Run 1, cell classes on the final placement:
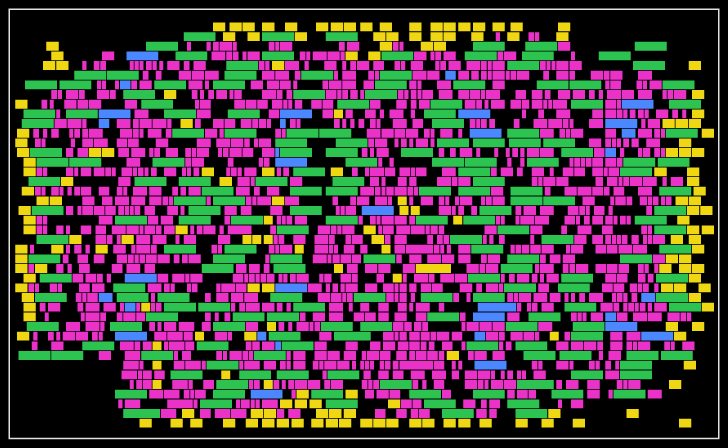
Run 1, signal wires by layer:
The bar under the picture is 50 µm long.
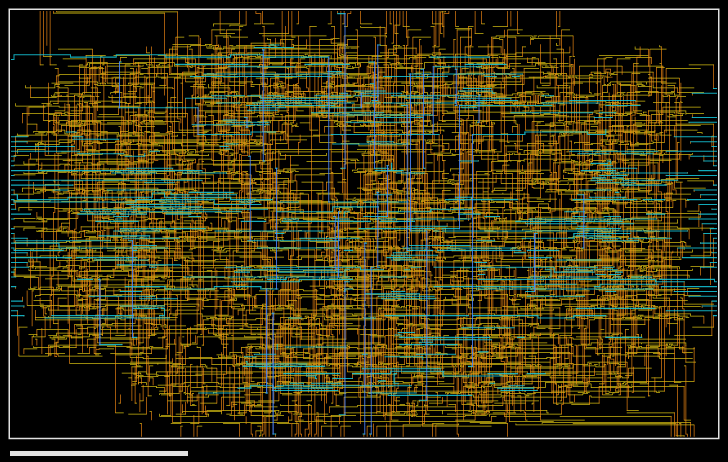
Run 1, clock wires, drivers and flops:
The bar under the picture is 50 µm long.
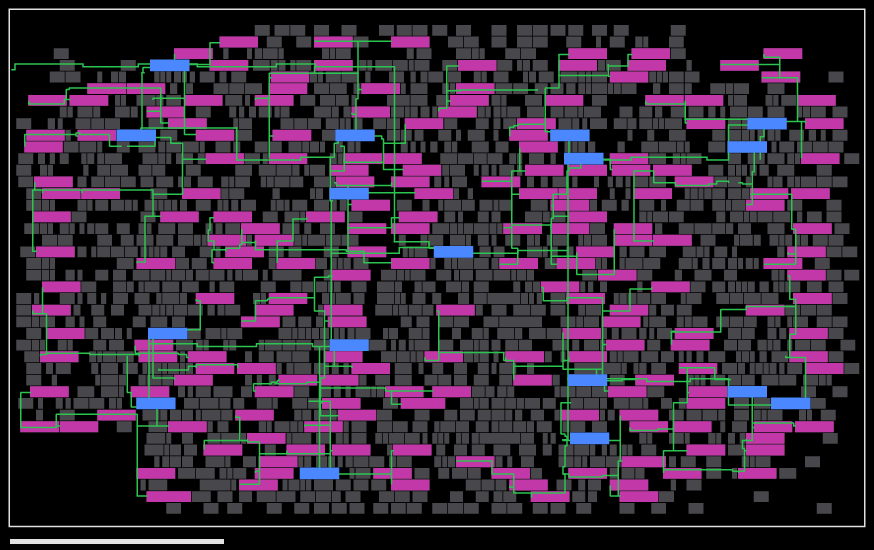
Design wb_commit_queue_flat, sky130hd; sources not shown.
==> GITHUB_STEP_SUMMARY, run 1 <==
## PnR job results

| Metric | Value |
|---|---|
| Reg2reg setup slack | `3920 ps` |
| Data buffer area share | `11.5%` |
| Max-Cap Viols | `0` |
| Register share after synthesis | `a little under two fifths` |
| Critical path's top delay family | `buffers and inverters` |
| FMAX | `154 MHz` |
| CP Launch Type | `register` |
| Largest net degree at the start of global routing | `approximately 75` |
| Worst-path clk slew | `80 ps` |
| Inverters | `12` |
| Post-Syn Instances | `roughly 1500` |
| Setup WS pre-CTS | `~1500 ps` |
| Number of library cell types mapped by synthesis | `about 52` |
| Logic area | `slightly below 8000 µm²` |
| # Cells Yosys | `1471` |
| TritonCTS clock tree | `built` |
| Tap Cells | `just over 300` |
| Area Growth Syn to Fin | `16.9%` |
| CTS Buf Count | `17` |
| Chip footprint | `24000 µm²` |
| CP Class | `register to output port` |
| Clock-cell share | `3.68%` |
| Vias per inst | `roughly 6.6` |
| Top-count cell post-synth | `nand2_1` |
| Final nets | `roughly 1600` |
| Highest metal layer with signal wires | `met4` |
| Leakage | `~6.0 nW` |
| Internal power | `3.44 mW` |
| Post-route worst setup slack | `~1300 ps` |
| Slew @ Worst Pin | `960 ps` |
| GR Util met2 | `50.9%` |
| FF+latch area | `around 5000 µm²` |
| Cell depth of the worst setup path | `8` |
| Iter 0 DRT Violations | `~1400` |
| Flop pwr share | `around 30%` |
| Worst Setup End Kind | `output port` |
| Top power group | `combinational cells` |
| Log Warnings | `34` |
| Synth Area in Simple Gates | `approximately 11%` |
| PwrDens | `about 430 nW/µm²` |
| WHS Path Cells | `0` |
| RSZ-0062 raised after global routing | `false` |
| ANT cells | `6` |
| Max FFs per register | `148` |
| CTS Buffer Depth | `2` |
| Top cells by count | `nand2_1 (230), o21ai_0 (219), mux2i_1 (210)` |
| Tightest Hold Check Type | `register to register` |
| Mapped Nets | `between 1500 and 2000` |
| Floorplan Utilization | `59.2%` |
| Max incr delay on CP | `roughly 900 ps` |
| Global Route met1 Usage | `51.1%` |
| Final period util | `slightly above 80%` |
| Flop+latch power | `1.97 mW` |
| Core Footprint | `between 20000 and 25000 µm²` |
| Share of the synthesized area in the top cell type | `36.7%` |
| XOR/XNOR Fraction of Synth Area | `~2.0%` |
| Share of cells above drive strength 1 | `between 10% and 20%` |
| Fin Hold WS | `around 360 ps` |
| Status | `finished, final reports clean` |
| Final hold violation count | `0` |
| Most frequent cells in the layout | `nand2_1 (230), o21ai_0 (219), mux2i_1 (210), dfrtp_1 (192), clkdlybuf4s50_1 (160)` |
| Finished Layout Cells | `~1900` |
| Initial antenna violation count | `6` |
| CTS resizes | `0` |
| Fraction of area in multi-input gates | `around half` |
| Design area | `around 16000 µm²` |
| Ports | `around 160` |
| RD Place Congestion | `between 0.9 and 1` |
| Crit-path cells | `clkinv_2 -> mux2i_1 -> nor4_1 -> o211ai_4 -> buf_4 -> o221ai_1 -> a221oi_1 -> clkdlybuf4s50_1` |
| Arrival time at the worst endpoint | `around 5300 ps` |
| Clk root buf | `clkbuf_16` |
| Met3 WL post-DR | `4.48 mm` |
| Post-DP Area | `about 15000 µm²` |
| # port buffers | `between 150 and 200` |
| Met1 WL | `around 18 mm` |
| Switching power | `roughly 3.3 mW` |
| Ao+oa area frac | `about 20%` |
| Flops | `approximately 200` |
| Clk sinks | `about 200` |
| Row count | `42` |
| Pre-antenna DRT Iters | `6` |
Notes on 'cell classes on the final placement' above:
other buffers and delay cells -> yellow  # cells 183
all other logic -> magenta  # cells 1138
flip-flops -> green  # cells 195
clock drivers and dummy loads -> blue  # cells 32
final core utilization: 69.2%
sequential share of cell area: 31.4%

Notes on 'signal wires by layer' above:
met4 -> blue  # wire length 890 µm
met2 -> orange  # wire length 17600 µm
met3 -> cyan  # wire length 4480 µm
met1 -> yellow  # wire length 18300 µm
wire per inst: 22.2 µm
Total GRT Usage: 35.1%

Notes on 'clock wires, drivers and flops' above:
clock wires -> green  # length 2460 µm
cells driving clock nets -> blue  # count 17
flip-flops -> magenta  # count 195
routed clock nets = 18
flops lie = widely spread
Clk pwr share: 13.1%
worst-skew pair later-pin latency: 460 ps
Setup Skew: 9.71 ps
Clock Power: 886 µW

Run 1, power grid:
Pins as bars on the die edge. Tap cells in grey.
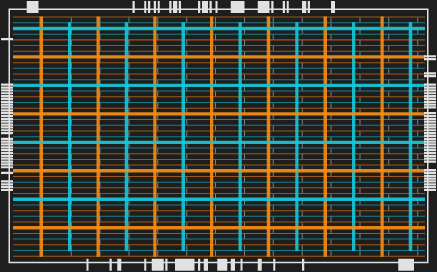

==> inputs of run 2 (changes only) <==
--- a/config.mk
+++ b/config.mk
@@ -8,10 +8,10 @@
 export CAP_MARGIN = 20
 export CORE_ASPECT_RATIO = 0.6
 export CORE_MARGIN = 1
-export CORE_UTILIZATION = 57
+export CORE_UTILIZATION = 52
 export CTS_CLUSTER_SIZE = 14
 export DETAILED_ROUTE_END_ITERATION = 7
-export PLACE_DENSITY = 0.81
+export PLACE_DENSITY = 0.78
 export SETUP_SLACK_MARGIN = 0.15
 export SYNTH_ARGS = -nofsm -noshare
 export SYNTH_HDL_FRONTEND = slang
==> constraint.sdc (replaced) <==
create_clock -name clk -period 5.4 [get_ports clk]
set_input_delay 0.81 -clock clk [delete_from_list [all_inputs] [get_ports clk]]
set_output_delay 0.81 -clock clk [all_outputs]
set_load 0.05 [all_outputs]
Run 2, power grid:
Pins as bars on the die edge. Tap cells in grey.
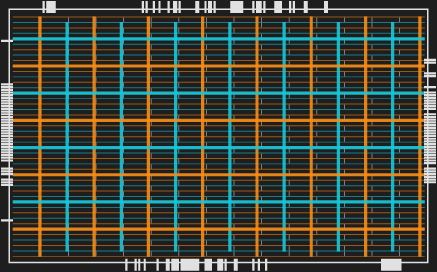
VDD -> cyan
VSS -> orange
met1 rails = 45
signal pins = 161
Core Footprint: 24700 µm²
Die Ht: 126 µm

Run 2, clock wires, drivers and flops:
The bar under the picture is 50 µm long.
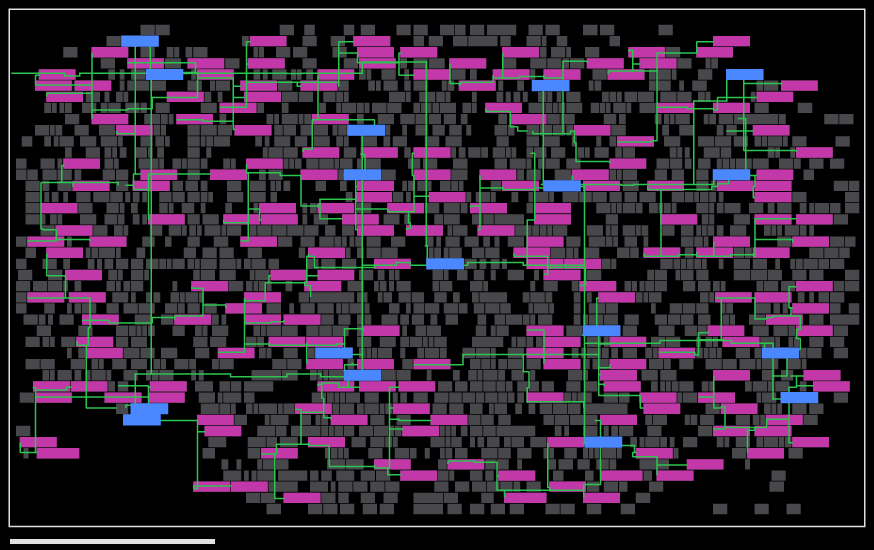
clock wires -> green  # length 2680 µm
flip-flops -> magenta  # count 195
cells driving clock nets -> blue  # count 17
routed clock nets = 18
flops lie = widely spread
Setup Skew: 10.0 ps
Clock Power: 1.36 mW
Clk pwr share: 13.8%
worst-skew pair later-pin latency: 470 ps

Run 2, routing congestion:
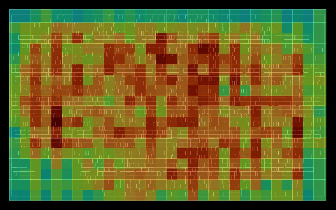
busiest grt layer: met2
final core utilization: 63.7%
Global Route met1 Usage: 45.6%
GR Util met2: 46.9%
wire per inst: 22.1 µm

==> run 2 against run 1 <==
Clock power increased by 53%. Clock skew about the same. Clock-buffer cell count decreased by 1. Wire length increased by 0.58%. Power increased by 46%. Die size increased by 9.5%. Register-to-register slack got worse by 2200 ps. Via count decreased by 0.11%. Hold slack got worse by 110 ps. Synthesized cell count unchanged. Worst setup slack got worse by 920 ps.
==> GITHUB_STEP_SUMMARY, run 2 <==
## PnR job results

| Metric | Value |
|---|---|
| Status | `finished, final reports clean` |
| Max FFs per register | `148 (unchanged)` |
| Flops | `195 (unchanged)` |
| Sequential share of cell area | `31.2% (-0.29 points)` |
| Log Warnings | `37 (+8.8%)` |
| Top power group | `combinational cells` |
| Initial antenna violation count | `4 (-2)` |
| Flop+latch power | `2.76 mW (+40%)` |
| Worst Setup End Kind | `output port` |
| Synth Area in Simple Gates | `11.2% (unchanged)` |
| Vias per inst | `6.48 (-1.1%)` |
| FMAX | `between 200 and 250 MHz` |
| Reg2reg setup slack | `1720 ps (-2200 ps)` |
| Met3 usage | `7.18%` |
| Share of the synthesized area in the top cell type | `36.7% (unchanged)` |
| Mapped Nets | `1571 (unchanged)` |
| CP Launch Type | `input pin` |
| Max incr delay on CP | `660 ps (-230 ps)` |
| Tap Cells | `322 (+4.5%)` |
| # port buffers | `160 (unchanged)` |
| CTS resizes | `0 (unchanged)` |
| Crit-path cells | `clkdlybuf4s50_1 -> nand3b_1 -> mux2i_1 -> nand3_1 -> o211ai_4 -> buf_4 -> o221ai_1 -> a221oi_1 -> buf_4` |
| Met3 WL post-DR | `3.97 mm (-12%)` |
| FF+latch area | `4890 µm² (unchanged)` |
| Total GRT Usage | `31.7% (-3.4 points)` |
| Post-Syn Instances | `1471 (unchanged)` |
| Post-DP Area | `15100 µm² (+0.85%)` |
| Fin Hold WS | `244 ps (-113 ps)` |
| Floorplan Utilization | `54.0% (-5.2 points)` |
| Final hold violation count | `0 (unchanged)` |
| CTS Buf Count | `17 (unchanged)` |
| Setup WS pre-CTS | `583 ps (-941 ps)` |
| Chip footprint | `26300 µm² (+9.5%)` |
| Number of library cell types mapped by synthesis | `52 (unchanged)` |
| Clock-cell share | `3.86% (+0.18 points)` |
| Flop pwr share | `28.0% (-1.2 points)` |
| PwrDens | `629 nW/µm² (+45%)` |
| Tightest Hold Check Type | `register to asynchronous set/reset pin` |
| Final nets | `1644 (+0.55%)` |
| Clk root buf | `clkbuf_16` |
| Register share after synthesis | `36.7% (unchanged)` |
| Arrival time at the worst endpoint | `4190 ps (-1120 ps)` |
| Top-count cell post-synth | `nand2_1` |
| Final period util | `92.6%` |
| Switching power | `4.78 mW (+45%)` |
| Iter 0 DRT Violations | `1315 (-3.3%)` |
| Share of cells above drive strength 1 | `13.9% (+2.7 points)` |
| Post-route worst setup slack | `400 ps (-916 ps)` |
| Logic area | `7850 µm² (unchanged)` |
| # Cells Yosys | `1471 (unchanged)` |
| Worst-path clk slew | `70 ps (about the same)` |
| Pre-antenna DRT Iters | `7 (+1)` |
| Fraction of area in multi-input gates | `50.0% (-0.46 points)` |
| Clk sinks | `195 (unchanged)` |
| Most frequent cells in the layout | `nand2_1 (230), o21ai_0 (219), mux2i_1 (210), dfrtp_1 (192), clkdlybuf4s50_1 (127)` |
| Inverters | `12 (unchanged)` |
| Max-Cap Viols | `0 (unchanged)` |
| Ao+oa area frac | `20.0% (unchanged)` |
| Design area | `15700 µm² (+0.93%)` |
| Area Growth Syn to Fin | `18.0%` |
| Ports | `161 (unchanged)` |
| CTS Buffer Depth | `2 (unchanged)` |
| Largest net degree at the start of global routing | `172 (+130%)` |
| Finished Layout Cells | `1881 (+1.0%)` |
| Leakage | `6.15 nW (+2.5%)` |
| Met1 WL | `18.7 mm (+2.4%)` |
| XOR/XNOR Fraction of Synth Area | `2.04% (unchanged)` |
| Highest metal layer with signal wires | `met5` |
| RSZ-0062 raised after global routing | `false` |
No activity file was given, so power comes from the tool's default toggle rates.
